Fig. 1: pin placement
Drawn at 3 px/µm. Pins as bars across the die edge, other pins in grey.
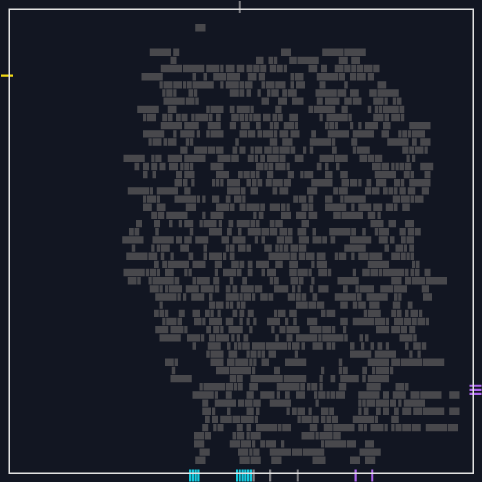
Fig. 2: cell outlines without signal wires
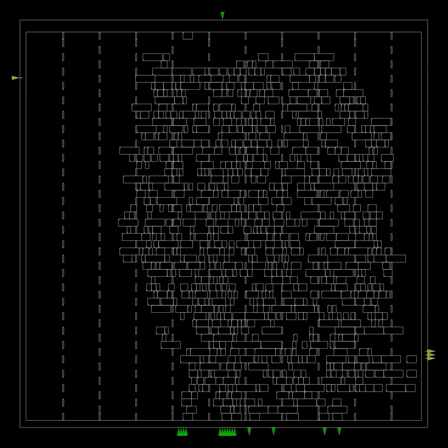
Fig. 3: wiring by layer
Drawn at 2 px/µm. Only two layers are drawn.
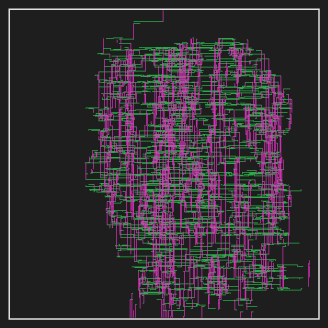
Fig. 4: layout detail
Region (57, 57) to (97, 97) µm. Cells in grey, sequential cells in the stronger grey; small squares are vias.
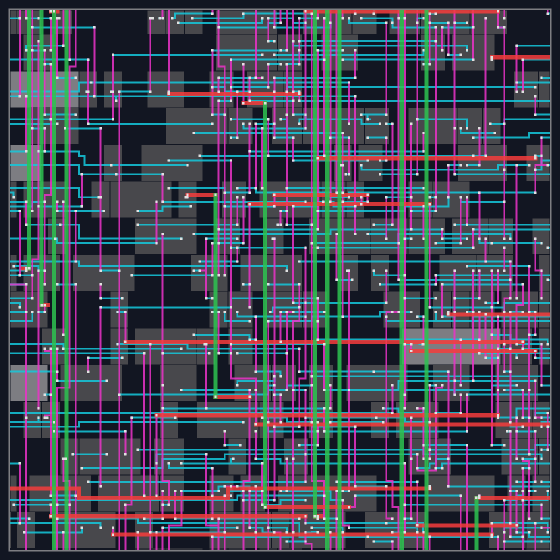
==> src/rtl/pitch_pkg.sv <==
// pitch_pkg: note indices, result codes and the clock-derived target-period helper
// shared by the pitch meter and its period counter.
package pitch_pkg;

  localparam int NUM_NOTES = 10;

  localparam int NOTE_L6 = 0;
  localparam int NOTE_L7 = 1;
  localparam int NOTE_M1 = 2;
  localparam int NOTE_M2 = 3;
  localparam int NOTE_M3 = 4;
  localparam int NOTE_M4 = 5;
  localparam int NOTE_M5 = 6;
  localparam int NOTE_M6 = 7;
  localparam int NOTE_M7 = 8;
  localparam int NOTE_H1 = 9;

  localparam logic [4:0] P_INTUNE = 5'd7;
  localparam logic [4:0] P_NONE   = 5'd31;
  localparam logic [4:0] P_MIN    = 5'd0;
  localparam logic [4:0] P_MAX    = 5'd19;

  typedef enum logic [1:0] {
    ST_SYNC,
    ST_MEASURE,
    ST_COMPARE
  } state_t;

  // Note frequencies in centi-Hz.
  function automatic longint note_freq(int idx);
    case (idx)
      NOTE_L6: return 64'd22000;
      NOTE_L7: return 64'd24694;
      NOTE_M1: return 64'd26163;
      NOTE_M2: return 64'd29366;
      NOTE_M3: return 64'd32963;
      NOTE_M4: return 64'd34923;
      NOTE_M5: return 64'd39200;
      NOTE_M6: return 64'd44000;
      NOTE_M7: return 64'd49388;
      default: return 64'd52325;
    endcase
  endfunction

  // Target period in clock cycles; evaluated only at elaboration time.
  function automatic longint period(longint clk_hz, int idx);
    return (clk_hz * 64'd100) / note_freq(idx);
  endfunction

endpackage

==> src/rtl/pitch_period_counter.sv <==
// pitch_period_counter: synchronizes the comparator output, detects rising edges,
// rejects edges closer than MIN_PERIOD and runs the saturating period count.
module pitch_period_counter #(
  parameter int CNT_W      = 21,
  parameter int MIN_PERIOD = 50_000,
  parameter int TIMEOUT    = 2_000_000
) (
  input  logic             clk,
  input  logic             rst,
  input  logic             audio_in,
  output logic             edge_ok,
  output logic [CNT_W-1:0] period,
  output logic             timeout
);

  logic             sync1, sync2, sync_d;
  logic [CNT_W-1:0] count;
  logic             rise;

  assign rise    = sync2 & ~sync_d;
  assign edge_ok = rise && (count >= CNT_W'(MIN_PERIOD));
  assign period  = count;
  // An edge in the same cycle as saturation wins: the count restarts instead.
  assign timeout = (count == CNT_W'(TIMEOUT)) && !edge_ok;

  always_ff @(posedge clk) begin
    if (rst) begin
      sync1  <= 1'b0;
      sync2  <= 1'b0;
      sync_d <= 1'b0;
      count  <= '0;
    end else begin
      sync1  <= audio_in;
      sync2  <= sync1;
      sync_d <= sync2;
      if (edge_ok)
        count <= CNT_W'(1);
      else if (count != CNT_W'(TIMEOUT))
        count <= count + CNT_W'(1);
    end
  end

endmodule

==> src/rtl/pitch_meter.sv <==
// pitch_meter: grades the measured audio period against the selected note and emits
// the deviation code p. Define PITCH_AVG4_EN to grade the mean of four accepted periods.
module pitch_meter
  import pitch_pkg::*;
#(
  parameter int CLK_HZ     = 100_000_000,
  parameter int CNT_W      = 21,
  parameter int STEP_SHIFT = 5,
  parameter int MIN_PERIOD = CLK_HZ / 2000,
  parameter int TIMEOUT    = CLK_HZ / 50
) (
  input  logic       clk,
  input  logic       rst,
  input  logic       audio_in,
  input  logic [9:0] keynote,
  output logic [4:0] p,
  output logic       p_valid,
  output logic       signal_ok
);

  localparam logic [3:0] LIM_SHARP = 4'(P_MAX - P_INTUNE);
  localparam logic [3:0] LIM_FLAT  = 4'(P_INTUNE - P_MIN);

  logic             edge_ok, timeout;
  logic [CNT_W-1:0] period_cnt;

  pitch_period_counter #(
    .CNT_W      (CNT_W),
    .MIN_PERIOD (MIN_PERIOD),
    .TIMEOUT    (TIMEOUT)
  ) u_cnt (
    .clk      (clk),
    .rst      (rst),
    .audio_in (audio_in),
    .edge_ok  (edge_ok),
    .period   (period_cnt),
    .timeout  (timeout)
  );

  logic [CNT_W-1:0] tbl [NUM_NOTES];
  for (genvar g = 0; g < NUM_NOTES; g++) begin : g_tbl
    assign tbl[g] = CNT_W'(period(CLK_HZ, g));
  end

  logic [3:0] note_idx, note_idx_q;
  logic       note_v, note_v_q, note_chg;

  // Lowest set bit wins.
  always_comb begin
    note_idx = '0;
    for (int i = NUM_NOTES - 1; i >= 0; i--)
      if (keynote[i]) note_idx = 4'(i);
  end

  assign note_v   = |keynote;
  assign note_chg = note_v && (!note_v_q || (note_idx != note_idx_q));

  state_t           state, state_n;
  logic [CNT_W-1:0] rem, rem_n, step, step_n;
  logic [3:0]       k, k_n;
  logic             sharp, sharp_n;
  logic [4:0]       p_n;
  logic             pv_n, ok_n;
  logic             load;
  logic [CNT_W-1:0] m, tgt;

`ifdef PITCH_AVG4_EN
  logic [CNT_W+1:0] acc, acc_n, sum;
  logic [1:0]       n4, n4_n;
`endif

  always_comb begin
    state_n = state;
    p_n     = p;
    pv_n    = 1'b0;
    ok_n    = signal_ok;
    rem_n   = rem;
    step_n  = step;
    k_n     = k;
    sharp_n = sharp;
    load    = 1'b0;
    m       = period_cnt;
    tgt     = tbl[note_idx];
`ifdef PITCH_AVG4_EN
    acc_n   = acc;
    n4_n    = n4;
    sum     = acc + (CNT_W+2)'(period_cnt);
`endif
    if (!note_v) begin
      state_n = ST_SYNC;
      if (note_v_q) begin
        p_n  = P_NONE;
        pv_n = 1'b1;
      end
    end else if (note_chg) begin
      state_n = ST_SYNC;
    end else begin
      case (state)
        ST_SYNC: begin
`ifdef PITCH_AVG4_EN
          acc_n = '0;
          n4_n  = '0;
`endif
          // The period ending at this edge started before we were listening.
          if (edge_ok) begin
            state_n = ST_MEASURE;
            ok_n    = 1'b1;
          end
        end
        ST_MEASURE: begin
          if (edge_ok) begin
`ifdef PITCH_AVG4_EN
            if (n4 == 2'd3) begin
              load  = 1'b1;
              m     = sum[CNT_W+1:2];
              acc_n = '0;
              n4_n  = '0;
            end else begin
              acc_n = sum;
              n4_n  = n4 + 2'd1;
            end
`else
            load = 1'b1;
`endif
          end else if (timeout) begin
            state_n = ST_SYNC;
            p_n     = P_NONE;
            pv_n    = 1'b1;
          end
        end
        ST_COMPARE: begin
          if (timeout) begin
            state_n = ST_SYNC;
            p_n     = P_NONE;
            pv_n    = 1'b1;
          end else if (rem >= step && k < (sharp ? LIM_SHARP : LIM_FLAT)) begin
            rem_n = rem - step;
            k_n   = k + 4'd1;
          end else begin
            state_n = ST_MEASURE;
            pv_n    = 1'b1;
            p_n     = sharp ? P_INTUNE + 5'(k) : P_INTUNE - 5'(k);
          end
        end
        default: state_n = ST_SYNC;
      endcase
    end
    // Short period means high pitch: sharp.
    if (load) begin
      state_n = ST_COMPARE;
      step_n  = tgt >> STEP_SHIFT;
      sharp_n = m < tgt;
      rem_n   = (m < tgt) ? tgt - m : m - tgt;
      k_n     = '0;
    end
    if (timeout) ok_n = 1'b0;
  end

  always_ff @(posedge clk) begin
    if (rst) begin
      state      <= ST_SYNC;
      p          <= P_NONE;
      p_valid    <= 1'b0;
      signal_ok  <= 1'b0;
      rem        <= '0;
      step       <= '0;
      k          <= '0;
      sharp      <= 1'b0;
      note_idx_q <= '0;
      note_v_q   <= 1'b0;
`ifdef PITCH_AVG4_EN
      acc        <= '0;
      n4         <= '0;
`endif
    end else begin
      state      <= state_n;
      p          <= p_n;
      p_valid    <= pv_n;
      signal_ok  <= ok_n;
      rem        <= rem_n;
      step       <= step_n;
      k          <= k_n;
      sharp      <= sharp_n;
      note_idx_q <= note_idx;
      note_v_q   <= note_v;
`ifdef PITCH_AVG4_EN
      acc        <= acc_n;
      n4         <= n4_n;
`endif
    end
  end

endmodule

==> config.mk <==
export PLATFORM = sky130hd
export DESIGN_NAME = pitch_meter
export DESIGN_NICKNAME = d
export VERILOG_FILES = /design/src/rtl/pitch_pkg.sv /design/src/rtl/pitch_period_counter.sv /design/src/rtl/pitch_meter.sv
export SDC_FILE = /design/constraint.sdc
export NUM_CORES = 1
export LEC_CHECK = 0
export CORE_MARGIN = 2
export CORE_UTILIZATION = 30
export CTS_BUF_LIST = sky130_fd_sc_hd__clkbuf_8
export CTS_CLUSTER_SIZE = 14
export DETAILED_ROUTE_END_ITERATION = 12
export HOLD_SLACK_MARGIN = 0.12
export RECOVER_POWER = 100
export SYNTH_ARGS = -nofsm -noshare
export SYNTH_HDL_FRONTEND = slang
export SYNTH_SLANG_ARGS = --single-unit
==> constraint.sdc <==
create_clock -name clk -period 7.1 [get_ports clk]
set_clock_uncertainty 0.05 [all_clocks]
set_input_delay 1.42 -clock clk [delete_from_list [all_inputs] [get_ports clk]]
set_output_delay 1.42 -clock clk [all_outputs]
set_load 0.02 [all_outputs]
==> CHANGELOG.md <==
## Implementation

* Critical R2R Launch: u_cnt.period[14]
* Gr ovfl total at 0
* Hold path depth at 1
* Family with the most delay on the worst path: simple AND/OR/NAND/NOR gates
* Post-CTS Resized at 0
* Clk buf depth at 2
* Ys cells at 880
* GRT Max-Usage Layer: met2
* Setup Viol. Count Final at 0
* Dpl cell area at 7247 µm²
* Final net count at 974
* Initial antenna violation count at 0
* Worst-path maximum fanout at 16
* Status: finished with violations
* Wire length on met2 at 7946 µm
* Most frequent cells in the layout: nor2_1 (92), inv_1 (82), dfxtp_1 (78), nand2_1 (75), ha_1 (69)
* Post-synth EDFFs at 0
* Cell area after synthesis at 6764 µm²
* HP Class: register to register
* Yosys simple share at 21.31%
* Slew @ Worst Pin at 2.229 ns
* Top FF cell, synth: dfxtp_1
* Hold Buf Count CTS at 0
* Seq power at 0.444 mW
* Max Cap Violations at 2
* Filler cells at 2271
* Highest metal used: met4
* Slew HR at -48.60%
* Final instance area at 7397 µm²
* Post-CTS setup buffers at 0
* Logic power comb at 0.184 mW
* Port bufs at 19
* Ratio of cells with drive above 1 in the final layout at 4.251%
* CTS Root Cell: clkbuf_8
* Setup crit start: keynote[2]
* CP Class: input pin to register
* Logic family by area: AND-OR/OR-AND gates
* Number of nets at floorplan at 965
* Crit-path max cell delay at 0.63 ns
* Final Total Pwr at 0.9835 mW
* Setup crit end kind: register
* Slowest CP cell: dlygate4sd3_1
* Synth flops at 78
* Detailed Routing Iterations Pass 1 at 5
* Final wirelength at 18310 µm
* Pins Over Slew Limit at 79
* Logic area at 4678 µm²
* Worst Setup Start Kind: input pin
* Diodes inserted at 0
* Antenna viol nets, final at 0
* Clock sinks at 78
* CTS tree: done
* GP Congestion at 0.9127
* Ports at 20
* R2r setup slk at 2.92 ns
* Post-route DRC at 0
* Worst path required time at 7.24 ns
* Finished Core Util at 33.69%
* Pwr dens at 133.0 nW/µm²
* Sw Pwr at 0.2998 mW
* Vias in the first global route at 5775
* Clock power frac at 36.2%
* Largest net degree at the start of global routing at 41
* Chip height at 154.2 µm
* Worst slack, placed at 0.3589 ns
* Met1 WL at 8686 µm
* Critical Path, Cell by Cell: dlygate4sd3_1, nor4_1, nand2b_1, clkinv_1, buf_4, nand2_1, a31oi_1, inv_1, ha_1, nand4_1, or3_1, o21ai_1, o21a_1, buf_4, mux2_2, a21oi_1, xor2_1, a21boi_1
* Peak VDD IR at 0.08377 mV
* Sequential Area at 1562 µm²
* Row count at 54
* Library cells used by synthesis at 72
* Crit path DAT at 6.71 ns
* WL met3 at 833 µm
* Htree depth at 3
* Via density at 5.160
* Xor/xnor cell area share of the yosys netlist at 6.604%
* Setup TNS at 0 ns
* Num CTS Buffers at 9
* Layout Cells excl Fill at 1174
* Ys async rst share at 0%
* Crit path buf inv count at 5
* CP Depth at 18
* Synth mux share at 4.218%
* CTS clk-pin slew, worst paths at 0.08 ns
* FMAX at 152.2 MHz
* Area Growth Syn to Fin at 9.360%
* Clk pwr at 0.356 mW
* Failing checks: max-capacitance violations, max-slew violations
* Count leader, synth: nor2_1
* Ao+oa area frac at 23.84%
* Wire per inst at 15.60 µm
* Post-synthesis cell count at 880
* Sequential area share after synthesis at 23.09%
* Main power group: registers
* Synthesis area per yosys at 6764 µm²
* Tool Warnings at 55
* Core footprint at 21960 µm²
* Routing usage on met3 at 2.959%
* GR Util met2 at 24.00%
Notes on Fig. 1 above:
Key: purple = p [pins 5, direction output, edge 3 right, 2 bottom]; yellow = clk [pins 1, direction input, edge left]; cyan = keynote [pins 10, direction input, edge bottom]

Notes on Fig. 2 above:
flop share of the area: 21.11%
Tapcell Cnt: 280

Notes on Fig. 3 above:
Key: magenta = metal 2 [wire length 7950 µm]; green = metal 1 [wire length 8690 µm]
total number of vias: 6058
gr usage total: 15.67%

Notes on Fig. 4 above:
Key: green = metal 4; magenta = metal 2; cyan = metal 1; red = metal 3
Netlist names of flops here include step (1), u_cnt.sync_d (1). Most frequent: inv_1 (22), ha_1 (21), a21oi_1 (17). 131 logic cells have their middle in the window. Sequential cells in the window: 2.

==> flip-flops by register name, indices dropped and copies added (netlist names) <==
name          flops
u_cnt.sync_d      1
k                 4
note_v_q          1
u_cnt.period     21
signal_ok         1
u_cnt.sync1       1
sharp             1
p                 5
u_cnt.sync2       1
step             14
rem              21
state             2
p_valid           1
note_idx_q        4
==> cell type report <==
| type | instances | share of cell area [%] |
|---|---|---|
| flip-flops and latches | 78 | 21.11 |
| repair buffers | 36 | 4.043 |
| multi-input cells | 682 | 63.24 |
| well taps | 280 | 4.736 |
| clock inverters | 6 | 0.8457 |
| clock buffers | 10 | 1.861 |
| inverters | 82 | 4.161 |
Power and IR drop assume default switching activity.
